Fig. 1: wires at chosen ports, followed through buffers
Drawn at 1.5 px/um.
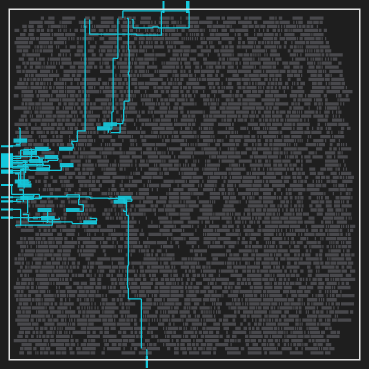
Fig. 2: wiring by layer
Drawn at 1.5 px/um.
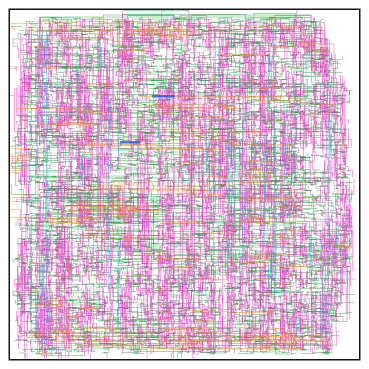
Fig. 3: track usage over the die
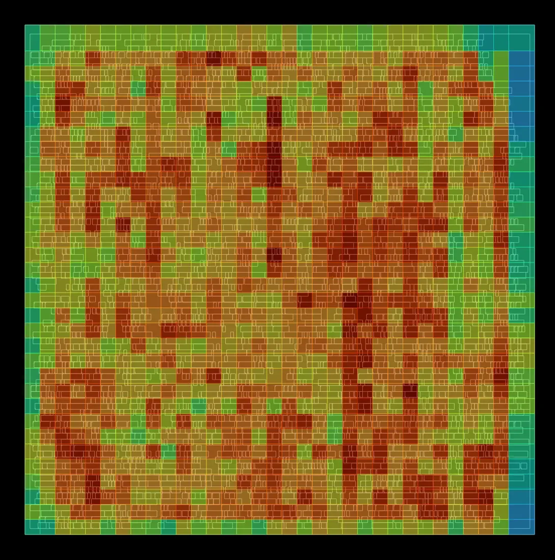
Fig. 4: I/O pins on the die edge
Drawn at 1 px/um. Pins as bars across the die edge, other pins in gray.
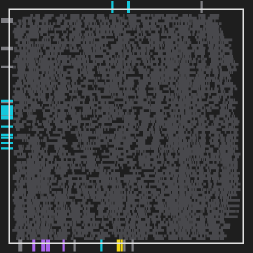
$ cat src/rtl/fir_ntap_stream.sv
// Streaming N-tap FIR filter with unsigned arithmetic, loadable coefficients,
// and output scaling with round-half-up and saturation.
// Samples pass through three register stages: the delay line captures the
// sample, the products stage multiplies every tap by its coefficient, and the
// output stage sums, scales, saturates and registers y/sat/out_valid.
// Coefficients reset to 1, so out of reset the filter is a TAPS-point moving sum.
module fir_ntap_stream #(
    parameter int DATA_W    = 8,
    parameter int COEF_W    = 8,
    parameter int TAPS      = 8,
    parameter int ACC_W     = DATA_W + COEF_W + $clog2(TAPS),
    parameter int OUT_SHIFT = 0,
    parameter int OUT_W     = ACC_W
) (
    input  logic                     clk,
    input  logic                     rst,
    input  logic                     clear,
    input  logic                     in_valid,
    input  logic [DATA_W-1:0]        xin,
    input  logic                     coef_we,
    input  logic [$clog2(TAPS)-1:0]  coef_addr,
    input  logic [COEF_W-1:0]        coef_data,
    output logic                     out_valid,
    output logic [OUT_W-1:0]         y,
    output logic                     sat
);

    localparam int PROD_W = DATA_W + COEF_W;
    // One spare bit so the rounding constant can never wrap the accumulator.
    localparam int RND_W  = ACC_W + 1;
    // Comparison width large enough for both the rounded value and the output max.
    localparam int CMP_W  = (OUT_W > RND_W) ? OUT_W : RND_W;

    logic [DATA_W-1:0] x_q [TAPS];
    logic [COEF_W-1:0] c_q [TAPS];
    logic [PROD_W-1:0] p_q [TAPS];
    logic              v0_q;
    logic              v1_q;

    logic [ACC_W-1:0]  acc;
    logic [RND_W-1:0]  rnd;
    logic [OUT_W-1:0]  y_nxt;
    logic              sat_nxt;

    // Delay line: shifts only on an accepted sample; clear empties it.
    always_ff @(posedge clk or negedge rst) begin
        if (!rst) begin
            for (int k = 0; k < TAPS; k++) x_q[k] <= '0;
        end else if (clear) begin
            for (int k = 0; k < TAPS; k++) x_q[k] <= '0;
        end else if (in_valid) begin
            x_q[0] <= xin;
            for (int k = 1; k < TAPS; k++) x_q[k] <= x_q[k-1];
        end
    end

    // Coefficient bank: writes are independent of clear and of the stream;
    // addresses beyond the last tap are dropped.
    always_ff @(posedge clk or negedge rst) begin
        if (!rst) begin
            for (int k = 0; k < TAPS; k++) c_q[k] <= COEF_W'(1);
        end else if (coef_we && (int'(coef_addr) < TAPS)) begin
            c_q[coef_addr] <= coef_data;
        end
    end

    // Products stage plus the two valid stages that track it; products are
    // only refreshed when a newly accepted sample sits in the delay line.
    always_ff @(posedge clk or negedge rst) begin
        if (!rst) begin
            v0_q <= 1'b0;
            v1_q <= 1'b0;
            for (int k = 0; k < TAPS; k++) p_q[k] <= '0;
        end else if (clear) begin
            v0_q <= 1'b0;
            v1_q <= 1'b0;
            for (int k = 0; k < TAPS; k++) p_q[k] <= '0;
        end else begin
            v0_q <= in_valid;
            v1_q <= v0_q;
            if (v0_q) begin
                for (int k = 0; k < TAPS; k++)
                    p_q[k] <= PROD_W'(x_q[k]) * PROD_W'(c_q[k]);
            end
        end
    end

    // Full-precision sum of all registered products.
    always_comb begin
        acc = '0;
        for (int k = 0; k < TAPS; k++) acc = acc + ACC_W'(p_q[k]);
    end

    // Scale with round-half-up, or pass the sum straight through.
    if (OUT_SHIFT > 0) begin : g_round
        localparam logic [RND_W-1:0] HALF = RND_W'(1) << (OUT_SHIFT - 1);
        assign rnd = (RND_W'(acc) + HALF) >> OUT_SHIFT;
    end else begin : g_noround
        assign rnd = RND_W'(acc);
    end

    // Clip to the output range and flag the clip.
    always_comb begin
        sat_nxt = 1'b0;
        y_nxt   = '0;
        if (CMP_W'(rnd) > CMP_W'({OUT_W{1'b1}})) begin
            sat_nxt = 1'b1;
            y_nxt   = '1;
        end else begin
            y_nxt   = OUT_W'(rnd);
        end
    end

    // Output stage: y and sat only move with out_valid; clear suppresses the
    // sample that would otherwise emerge on the same edge.
    always_ff @(posedge clk or negedge rst) begin
        if (!rst) begin
            out_valid <= 1'b0;
            y         <= '0;
            sat       <= 1'b0;
        end else begin
            out_valid <= v1_q & ~clear;
            if (v1_q && !clear) begin
                y   <= y_nxt;
                sat <= sat_nxt;
            end
        end
    end

endmodule

$ cat config.mk
export PLATFORM = sky130hd
export DESIGN_NAME = fir_ntap_stream
export DESIGN_NICKNAME = d
export VERILOG_FILES = /design/src/rtl/fir_ntap_stream.sv
export SDC_FILE = /design/constraint.sdc
export NUM_CORES = 2
export LEC_CHECK = 0
export CORE_MARGIN = 2
export CORE_UTILIZATION = 59
export CTS_CLUSTER_SIZE = 40
export DETAILED_ROUTE_END_ITERATION = 6
export PLACE_DENSITY_LB_ADDON = 0.12
export SETUP_SLACK_MARGIN = 0.4
export SYNTH_ARGS = -nofsm -noshare
export SYNTH_HDL_FRONTEND = slang
export SYNTH_SLANG_ARGS = --single-unit
$ cat constraint.sdc
create_clock -name clk -period 4.2 [get_ports clk]
set_input_delay 0.84 -clock clk [delete_from_list [all_inputs] [get_ports clk]]
set_output_delay 0.84 -clock clk [all_outputs]
set_load 0.03 [all_outputs]
==> flow_summary.toml <==
# synthesis and place-and-route metrics
[status]
status = "finished with violations"
violations = "setup timing"

[yosys]
netlist_instances = 3256
ys_warn_count = 0
synthArstFlopShare_pct = 100
largest_area_cell = "fa_1"
ys_sh_mux_pct = 6.53
aoi_share_pct = 7.37
logic_family = "adder cells"
ys_sh_adder_pct = 37.3
yosysTopAreaCellShare_pct = 24.9
synthesis.nets = 3970
topCellsByArea = "fa_1 25%, dfrtp_1 22%, ha_1 12%, inv_1 7.3%, and2_1 5.1%"
syn_area_per_cell_sq_um = 9.47
yosys.area_share.simple_pct = 14.3
ys_ff = 279
ys.flop_type = "dfrtp_1"
edf_count = 0

[global_route]
grt_max_degree = 83
grt_pass1_wl_mm = 144
gr-usage-all-layers_pct = 34.9
grt_pass1_vias = 25900

[setup_path]
cpMostUsedCell = "inv_2"
r2r_slack_ps = -70
r2r_start = "p_q[50]$_DFFE_PN0P_"
crit_path_start = "p_q[50]$_DFFE_PN0P_"
start_kind = "flop"
worstReg2RegEnd = "y[10]$_DFFE_PN0P_"
worst_ep_required_time_ps = 4670
crit_fanout = 3
end_kind = "flop"
arrival_ps = 4740
cp.buffers_inverters = 5
path_class = "flop to flop"
crit_end = "y[10]$_DFFE_PN0P_"
cpPeakStageDelay_ps = 540
crit_family = "adder cells"
r2r_cells = 16

[hold_path]
worstHoldPathType = "input pin to asynchronous set/reset pin"

[cells_and_area]
logic_area_sq_mm = 0.0234
layout_top_cell = "inv_1"
flop_area_sq_mm = 0.00709
final_area_sq_mm = 0.0383
final_layout_size_suffix_gt1_share_pct = 27.7
final_core_util_pct = 74.3
finalNonFillerCells = 4254
final_cell_mix = "528 x inv_1, 349 x fa_1, 285 x buf_4"
fill_cells = 3645

[final_timing]
skew_ps = 21.1
period_used_pct = 102
hold_ws_ps = 233
finalHoldViolations = 0
final.setup.worst_slack_ps = -70.6
setup_viol = 3
max_freq_mhz = 234
relSlewSlack_pct = 4.23
tns_ps = -97.5

[place]
portBuffers = 44
gp_congestion = 0.965
dp_slack_ps = -56.9
dpl_cell_area_sq_mm = 0.0329
dp_hpwl_mm = 65.3
dp.cells = 3975

[clock_tree]
cts_root_buffer = "clkbuf_16"
clk_path_buf_depth = 3
clkTransAtPathRegs_ps = 60
clkSinkCount = 279
numCtsBuffers = 36
tritoncts = "done"

[detailed_routing]
wl_mm = 92.3
route.detailed.drc = 0
firstDrtPassIters = 6
via_per_inst = 5.74
drtIter0Drc = 1983
routedWlPerCell_um = 21.7
antenna_left = 0

[die]
io_pins = 45
die_h_um = 233
die_width_um = 233
rows = 83
fp_util_pct = 59.9
core_area_sq_mm = 0.0515

[power_and_ir_drop]
comb_power_share_pct = 27.0
powerSeq_uw = 3280
power-top-group = "the clock network"
switching_share_pct = 32.5
p_seq_share_pct = 35.0
power.leakage_uw = 0.0185
pg_clk_uw = 3560

[flow_run]
warnings = 29
maxCapViolCount = 0
Back to the opening pictures, Fig. 1:
| port | color | bits | direction | end cells | buffers | wire |
|---|---|---|---|---|---|---|
| y | cyan | 19 | output | 19 | 19 | 1260 um |

Back to the opening pictures, Fig. 2:
| layer | color | wire length |
|---|---|---|
| metal 4 | cyan | 3290 um |
| metal 1 | green | 38.5 mm |
| metal 2 | magenta | 44.0 mm |
| metal 3 | orange | 6580 um |
| metal 5 | blue | 25.8 um |

Back to the opening pictures, Fig. 3:
met3 global-route usage: 6.51%
GR peak layer: met2
met1 usage: 47.5%

Back to the opening pictures, Fig. 4:
| port | color | pins | direction | edge |
|---|---|---|---|---|
| xin | purple | 8 | input | south |
| coef_addr | yellow | 3 | input | south |
| y | cyan | 19 | output | 15 west, 3 north, 1 south |
all pins by edge: 23 west, 18 south, 4 north

[cell usage after synthesis, drive strengths merged (9+ instances only)]
| master | number |
|---|---|
| a211oi | 20 |
| a21boi | 9 |
| a21o | 20 |
| a21oi | 96 |
| a221oi | 11 |
| and2 | 250 |
| buf | 33 |
| clkbuf | 112 |
| dfrtp | 271 |
| fa | 383 |
| ha | 307 |
| inv | 597 |
| mux2 | 65 |
| mux2i | 128 |
| nand2 | 318 |
| nand2b | 27 |
| nand3 | 51 |
| nand4 | 12 |
| nor2 | 186 |
| nor2b | 11 |
| nor3 | 30 |
| nor3b | 11 |
| o211ai | 37 |
| o21ai | 68 |
| o22ai | 27 |
| o31ai | 18 |
| xnor2 | 48 |
| xor2 | 44 |
[kinds of logic after synthesis]
logic type / count (synthesis)
AND/OR/NAND/NOR: 911
XOR/XNOR: 92
flip-flops: 279
adder cells (fa/ha/maj): 690
AND-OR/OR-AND: 349
multiplexers: 193
buffers and inverters: 742
[final cells by class]
type	count	share of cell area [%]
Antenna cell	7	0.0458
Clock buffer	51	2.79
Clock inverter	15	0.722
Inverter	597	5.89
Multi-Input combinational cell	2235	61.2
Sequential cell	279	18.5
Tap cell	680	2.22
Timing Repair Buffer	390	8.63
[metal layers]
metal  part of all wire, %  routed length [um]  track usage (%)  up-vias
met3                   7.1                6580             6.51      159
met1                    42               38500             47.5    12500
met2                    48               44000             55.7      829
li1                      -                   -                -    10900
met4                   3.6                3290             13.2        4
met5                 0.027                  25                0        -
[sequential cells by signal, indices dropped and copies added, names as in the netlist]
register and flops:
v0_q 1, x_q 64, out_valid 1, v1_q 1, p_q 128, c_q 64, sat 1, y 19
[timing repair]
action	4_1_cts	5_1_grt
hold buffers	0	0
buffers inserted	164	42
pin swaps	272	175
resized	450	185
setup endpoints to repair	78	87
Power and IR drop assume default switching activity.
